## config.mk

```make
export PLATFORM = sky130hd
export DESIGN_NAME = top_k_merger
export DESIGN_NICKNAME = d
export VERILOG_FILES = /design/src/rtl/top_k_merger.sv
export SDC_FILE = /design/constraint.sdc
export NUM_CORES = 2
export LEC_CHECK = 0
export CAP_MARGIN = 10
export CORE_ASPECT_RATIO = 2
export CORE_UTILIZATION = 50
export CTS_CLUSTER_DIAMETER = 40
export DETAILED_ROUTE_END_ITERATION = 10
export GPL_TIMING_DRIVEN = 0
export PLACE_DENSITY = 0.69
export SLEW_MARGIN = 20
export SYNTH_ARGS = -nofsm -noshare
export SYNTH_HDL_FRONTEND = slang
export SYNTH_SLANG_ARGS = --single-unit
export TNS_END_PERCENT = 20
```

## constraint.sdc

```tcl
create_clock -name clk -period 18.63 [get_ports clk]
set_input_delay 4.6575 -clock clk [delete_from_list [all_inputs] [get_ports clk]]
set_output_delay 4.6575 -clock clk [all_outputs]
set_load 0.01 [all_outputs]
```

## src/rtl/top_k_merger.sv

```systemverilog
// Running best-4 accumulator: merges NUM_BATCHES sorted 4-entry batches per query
// into one global ascending best-4 list keyed on {dist, idx}.
module top_k_merger #(
  parameter int DIST_WIDTH  = 25,
  parameter int IDX_WIDTH   = 15,
  parameter int K           = 4,
  parameter int NUM_BATCHES = 4
) (
  input  logic                               clk,
  input  logic                               rst,
  input  logic                               valid_in,
  input  logic [DIST_WIDTH-1:0]              data_in_0,
  input  logic [DIST_WIDTH-1:0]              data_in_1,
  input  logic [DIST_WIDTH-1:0]              data_in_2,
  input  logic [DIST_WIDTH-1:0]              data_in_3,
  input  logic [IDX_WIDTH-1:0]               idx_in_0,
  input  logic [IDX_WIDTH-1:0]               idx_in_1,
  input  logic [IDX_WIDTH-1:0]               idx_in_2,
  input  logic [IDX_WIDTH-1:0]               idx_in_3,
  output logic                               valid_out,
  output logic [DIST_WIDTH-1:0]              data_out_0,
  output logic [DIST_WIDTH-1:0]              data_out_1,
  output logic [DIST_WIDTH-1:0]              data_out_2,
  output logic [DIST_WIDTH-1:0]              data_out_3,
  output logic [IDX_WIDTH-1:0]               idx_out_0,
  output logic [IDX_WIDTH-1:0]               idx_out_1,
  output logic [IDX_WIDTH-1:0]               idx_out_2,
  output logic [IDX_WIDTH-1:0]               idx_out_3,
  output logic [$clog2(NUM_BATCHES+1)-1:0]   batch_cnt
);

  localparam int KW = DIST_WIDTH + IDX_WIDTH;
  localparam int CW = $clog2(NUM_BATCHES + 1);
  localparam logic [CW-1:0] LAST = CW'(NUM_BATCHES - 1);

  logic [KW-1:0] best [K];
  logic [KW-1:0] res  [K];
  logic [KW-1:0] s    [K];
  logic [KW-1:0] b    [K];
  logic [KW-1:0] m    [K];
  logic [KW-1:0] t    [K];
  logic [KW-1:0] r    [K];
  logic [CW-1:0] cnt;

  function automatic logic [KW-1:0] kmin(input logic [KW-1:0] x, input logic [KW-1:0] y);
    return (x < y) ? x : y;
  endfunction

  function automatic logic [KW-1:0] kmax(input logic [KW-1:0] x, input logic [KW-1:0] y);
    return (x < y) ? y : x;
  endfunction

  // Reversing the batch against the running list makes the pairwise minima
  // bitonic, so a 2-stage half-cleaner finishes the sort.
  always_comb begin
    b[0] = {data_in_0, idx_in_0};
    b[1] = {data_in_1, idx_in_1};
    b[2] = {data_in_2, idx_in_2};
    b[3] = {data_in_3, idx_in_3};

    s[0] = (cnt == '0) ? '1 : best[0];
    s[1] = (cnt == '0) ? '1 : best[1];
    s[2] = (cnt == '0) ? '1 : best[2];
    s[3] = (cnt == '0) ? '1 : best[3];

    m[0] = kmin(s[0], b[3]);
    m[1] = kmin(s[1], b[2]);
    m[2] = kmin(s[2], b[1]);
    m[3] = kmin(s[3], b[0]);

    t[0] = kmin(m[0], m[2]);
    t[2] = kmax(m[0], m[2]);
    t[1] = kmin(m[1], m[3]);
    t[3] = kmax(m[1], m[3]);

    r[0] = kmin(t[0], t[1]);
    r[1] = kmax(t[0], t[1]);
    r[2] = kmin(t[2], t[3]);
    r[3] = kmax(t[2], t[3]);
  end

  always_ff @(posedge clk) begin
    if (rst) begin
      best      <= '{default: '1};
      res       <= '{default: '0};
      cnt       <= '0;
      valid_out <= 1'b0;
    end else begin
      valid_out <= 1'b0;
      if (valid_in) begin
        best <= r;
        if (cnt == LAST) begin
          cnt       <= '0;
          valid_out <= 1'b1;
          res       <= r;
        end else begin
          cnt <= cnt + CW'(1);
        end
      end
    end
  end

  assign data_out_0 = res[0][KW-1:IDX_WIDTH];
  assign data_out_1 = res[1][KW-1:IDX_WIDTH];
  assign data_out_2 = res[2][KW-1:IDX_WIDTH];
  assign data_out_3 = res[3][KW-1:IDX_WIDTH];
  assign idx_out_0  = res[0][IDX_WIDTH-1:0];
  assign idx_out_1  = res[1][IDX_WIDTH-1:0];
  assign idx_out_2  = res[2][IDX_WIDTH-1:0];
  assign idx_out_3  = res[3][IDX_WIDTH-1:0];
  assign batch_cnt  = cnt;

endmodule

```

==> metrics.csv <==
stage,metric,value,unit
pwr,p_total,4310,uW
sta,fin_setup_tns,0,ns
pwr,netSwitchingFraction,0.534,
layout,final_nets,3843,
pwr,comb_power_share,0.634,
cts,clk_pin_slew,0.06,ns
routing,dr.pass1.iters,9,
setup_path,cpMostUsedCell,nor3_1,
synthesis,async_flop_share,0,
setup_path,crit_fanout,10,
layout,fillerInstances,4400,
sta,worst_slew_pin_slew,1.32,ns
layout,regArea,6490,um^2
synthesis,yosysWarnings,0,
setup_path,slowest_delay,0.92,ns
pwr,p_int,2010,uW
min_path,hold_path.class,reg2reg,
grt,overflow,0,
sta,slew_viol_final,0,
pwr,switchingPower,2300,uW
sta,setup_viol,0,
cts,cts_buffer_depth,3,
routing,postRouteAntennaNets,0,
grt,grt_pass1_wl,177000,um
floorplanning,initCoreUtil,0.505,
synthesis,ys.flop_type,dfxtp_1,
floorplanning,num_io_pins,327,
cts,cts_tree,yes,
layout,mostFrequentLayoutCells,"inv_1, dfxtp_1, clkdlybuf4s50_1, a21oi_1, ha_1",
routing,vias_per_cell,6.48,
grt,grt_pass1_vias,26000,
place,globalplace.congestion,1.13,
setup_path,startpoint_type,input pin,
setup_path,cp.arrival,16.86,ns
cts,postCtsHoldBufs,0,
cts,post_cts_buffers,0,
place,io_buffer_count,324,
synthesis,synth-area-yosys,24800,um^2
setup_path,critPathRequiredTime,19.04,ns
place,hpwl,103000,um
run,max-cap-violations,0,
sta,rsz0062_at_grt,false,
setup_path,critPathKind,in2reg,
sta,slew_headroom,0.122,
place,dp_slack,2.07,ns
cts,cts_resized,0,
layout,drive_gt1_frac,0.0522,
grt,grt_max_degree,17,
sta,worst_slack,2.17,ns
sta,fmax,0.0608,GHz
pwr,power_frac_seq,0.195,
routing,drc,0,
synthesis,synth_flop_count,324,
synthesis,syn_inst,3004,
cts,h-tree-depth,2,
floorplanning,die_area,50500,um^2
grt,antenna_found_initial,4,
synthesis,syn_area_per_cell,8.25,um^2
sta,hold_viol,0,
setup_path,worst_path_max_delay_cell,mux2i_1,
layout,mi_logic_area,16400,um^2
synthesis,edf_count,0,
sta,finalCritPeriodShare,0.883,
pwr,p_leak,0.0133,uW
cts,clock-root-buffer,clkbuf_16,
synthesis,ys_cells,3004,
synthesis,synthesis.nets,3479,
synthesis,syn_area,24800,um^2
layout,layout_top_cell,inv_1,
routing,vias,26200,
sta,fin_crit,16.46,ns
outcome,status,completed,
layout,area_growth,21.3,%
setup_path,crit_family,simple AND/OR/NAND/NOR gates,
synthesis,ys_seq_frac,0.262,
routing,wl_per_cell,31.1,um
setup_path,critical_path.endpoint_type,flip-flop,
routing,first_iter_violations,2805,
pwr,powerDensity,143,nW/um^2
synthesis,ys_types,67,
place,dpl_cell_area,28800,um^2
setup_path,cp_num_buf_inv,9,
run,warnings,27,
-- path summary, 6_finish.rpt --
path	start	end	slack [ns]	cells after the start
worst min register to register	idx_out_1[1]	idx_out_1[1]	0.46	2
worst max-delay path	idx_in_3[9]	best[132]	2.17	36
worst max register to register	batch_cnt[0]	best[132]	3.32	42
worst min-delay path	idx_out_1[1]	idx_out_1[1]	0.46	2
-- layer usage --
layer  share of wire  track usage
met4            0.15        0.602
met5               0            0
met2            0.45        0.809
met1            0.31        0.462
met3           0.086        0.118
-- layout make-up --
type	instances	share of cell area
multi-input combinational	2180	0.544
sequential	324	0.216
timing repair buffer	326	0.109
inverter	326	0.0407
clock buffer	42	0.0317
tap	643	0.0268
buffer	174	0.0250
clock inverter	20	0.00712
antenna	4	0.000333
-- logic make-up (layout without fill, tap and decap cells) --
| group | after synthesis | after routing | synth area share |
|---|---|---|---|
| multiplexers | 346 | 346 | 0.142 |
| buffers and inverters | 500 | 888 | 0.0796 |
| other | 0 | 4 | 0 |
| flip-flops | 324 | 324 | 0.262 |
| AND-OR/OR-AND | 874 | 874 | 0.231 |
| AND/OR/NAND/NOR | 648 | 648 | 0.128 |
| adder cells (fa/ha/maj) | 312 | 312 | 0.158 |
-- flip-flops by register name, indices dropped and copies added (netlist names), 25 cells and up --
register,count
data_out_1,25
best,160
data_out_2,25
data_out_3,25
data_out_0,25
-- worst min-delay path, stage by stage (launching register included) --
cell and delay [ns]:
dfxtp_1 0.31, nand2_1 0.05, o21ai_1 0.05
-- synth_stat cells, types with 11 or more instances --
cell,number,area (um^2)
buf_2,35,175
nand4_1,51,319
nand2_1,268,1010
a21oi_1,329,1650
o21ai_0,160,801
and4_1,11,96.3
a22o_1,44,385
nand2b_1,159,995
ha_1,312,3900
a31oi_1,12,75.1
o21ai_1,31,155
nand3_1,27,135
clkbuf_1,107,402
dfxtp_1,324,6490
a221o_1,81,811
nor2_1,81,304
a21o_1,86,646
buf_1,21,78.8
a32o_1,38,380
nor3_1,13,65.1
mux2i_1,305,3050
mux2_2,40,450
inv_1,325,1220
-- power groups by stage --
| stage | Sequential (uW) | Clock (uW) | Combinational [uW] |
|---|---|---|---|
| 2_1_floorplan | 832 | 0 | 1530 |
| 6_report | 841 | 736 | 2730 |
| 3_3_place_gp | 849 | 0 | 2500 |
| 3_5_place_dp | 853 | 0 | 2540 |
| 5_1_grt | 847 | 752 | 2790 |
| 4_1_cts | 838 | 726 | 2550 |
-- stage by stage --
stage          std cells  hold slack [ns]
2_1_floorplan       3004            0.434
3_3_place_gp        3971            0.436
3_5_place_dp        3971            0.441
4_1_cts             4033            0.457
5_1_grt             4038            0.477
6_report            4039            0.460
**Floorplan with the power grid**

Bar = 50 um. Pins as bars on the die edge.
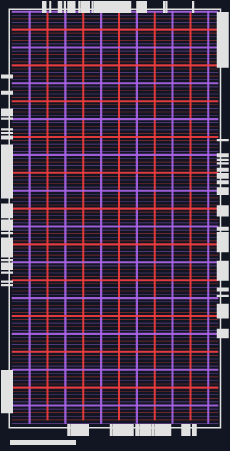
VSS: in purple. VDD: in red.
11 straps on met4. 23 straps on met5.
die height: 317 um
maximum VDD drop: 86.1 uV
core area: 49,100 um^2
die width: 159 um

**Cell classes on the final placement**

Fill, decap, tap and diode cells in grey.
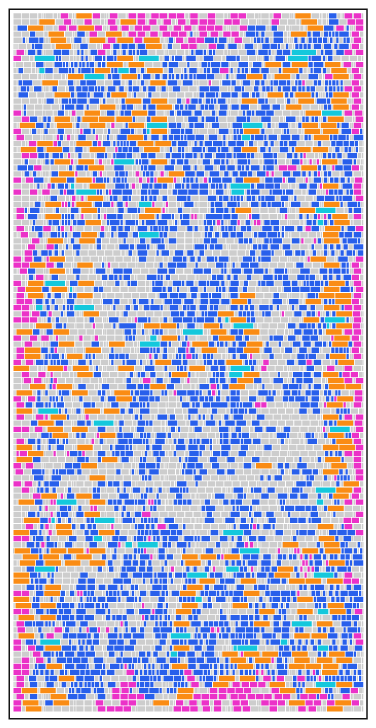
remaining buffers and delay cells: in magenta, cells 500. clock drivers and dummy loads: in cyan, cells 62. sequential cells: in orange, cells 324. remaining logic cells: in blue, cells 2,506.
# rows: 115
sequential portion of the cell area: 0.216
Finished Cell Area: 30,100 um^2
Post-Route Utilization: 0.613

**Clock wires, drivers and flops**

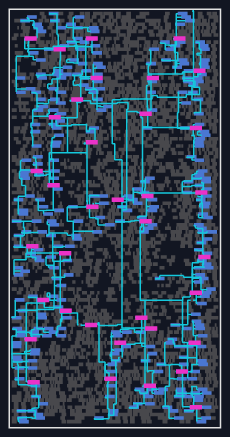
flip-flops: in blue, count 324. clock wires: in cyan, length 4,750 um. clock-net drivers: in magenta, count 36.
There are 37 routed clock nets. Position of the flops: spread over the die.
Clk pwr share: 0.171
Latency at later pin: 0.59 ns
skew final: 0.0303 ns
clock group total power: 736 uW

**Routed metal, one colour a layer**

Bar = 50 um. Two of the layers only.
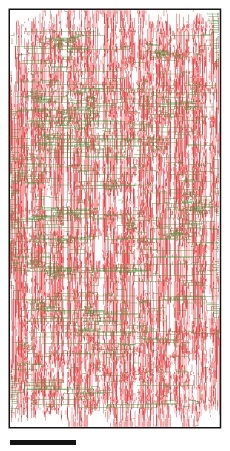
M3: in green, wire length 10,800 um. M2: in red, wire length 56.6 mm.
drt total wl: 126,000 um
Tot GR Track Use: 0.490

**Clock wiring as the flow saved it**

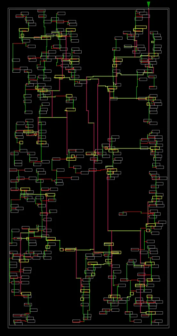
CTS sink count: 324
CTS Buf Count: 36

Power is estimated from default activity; no workload was simulated.
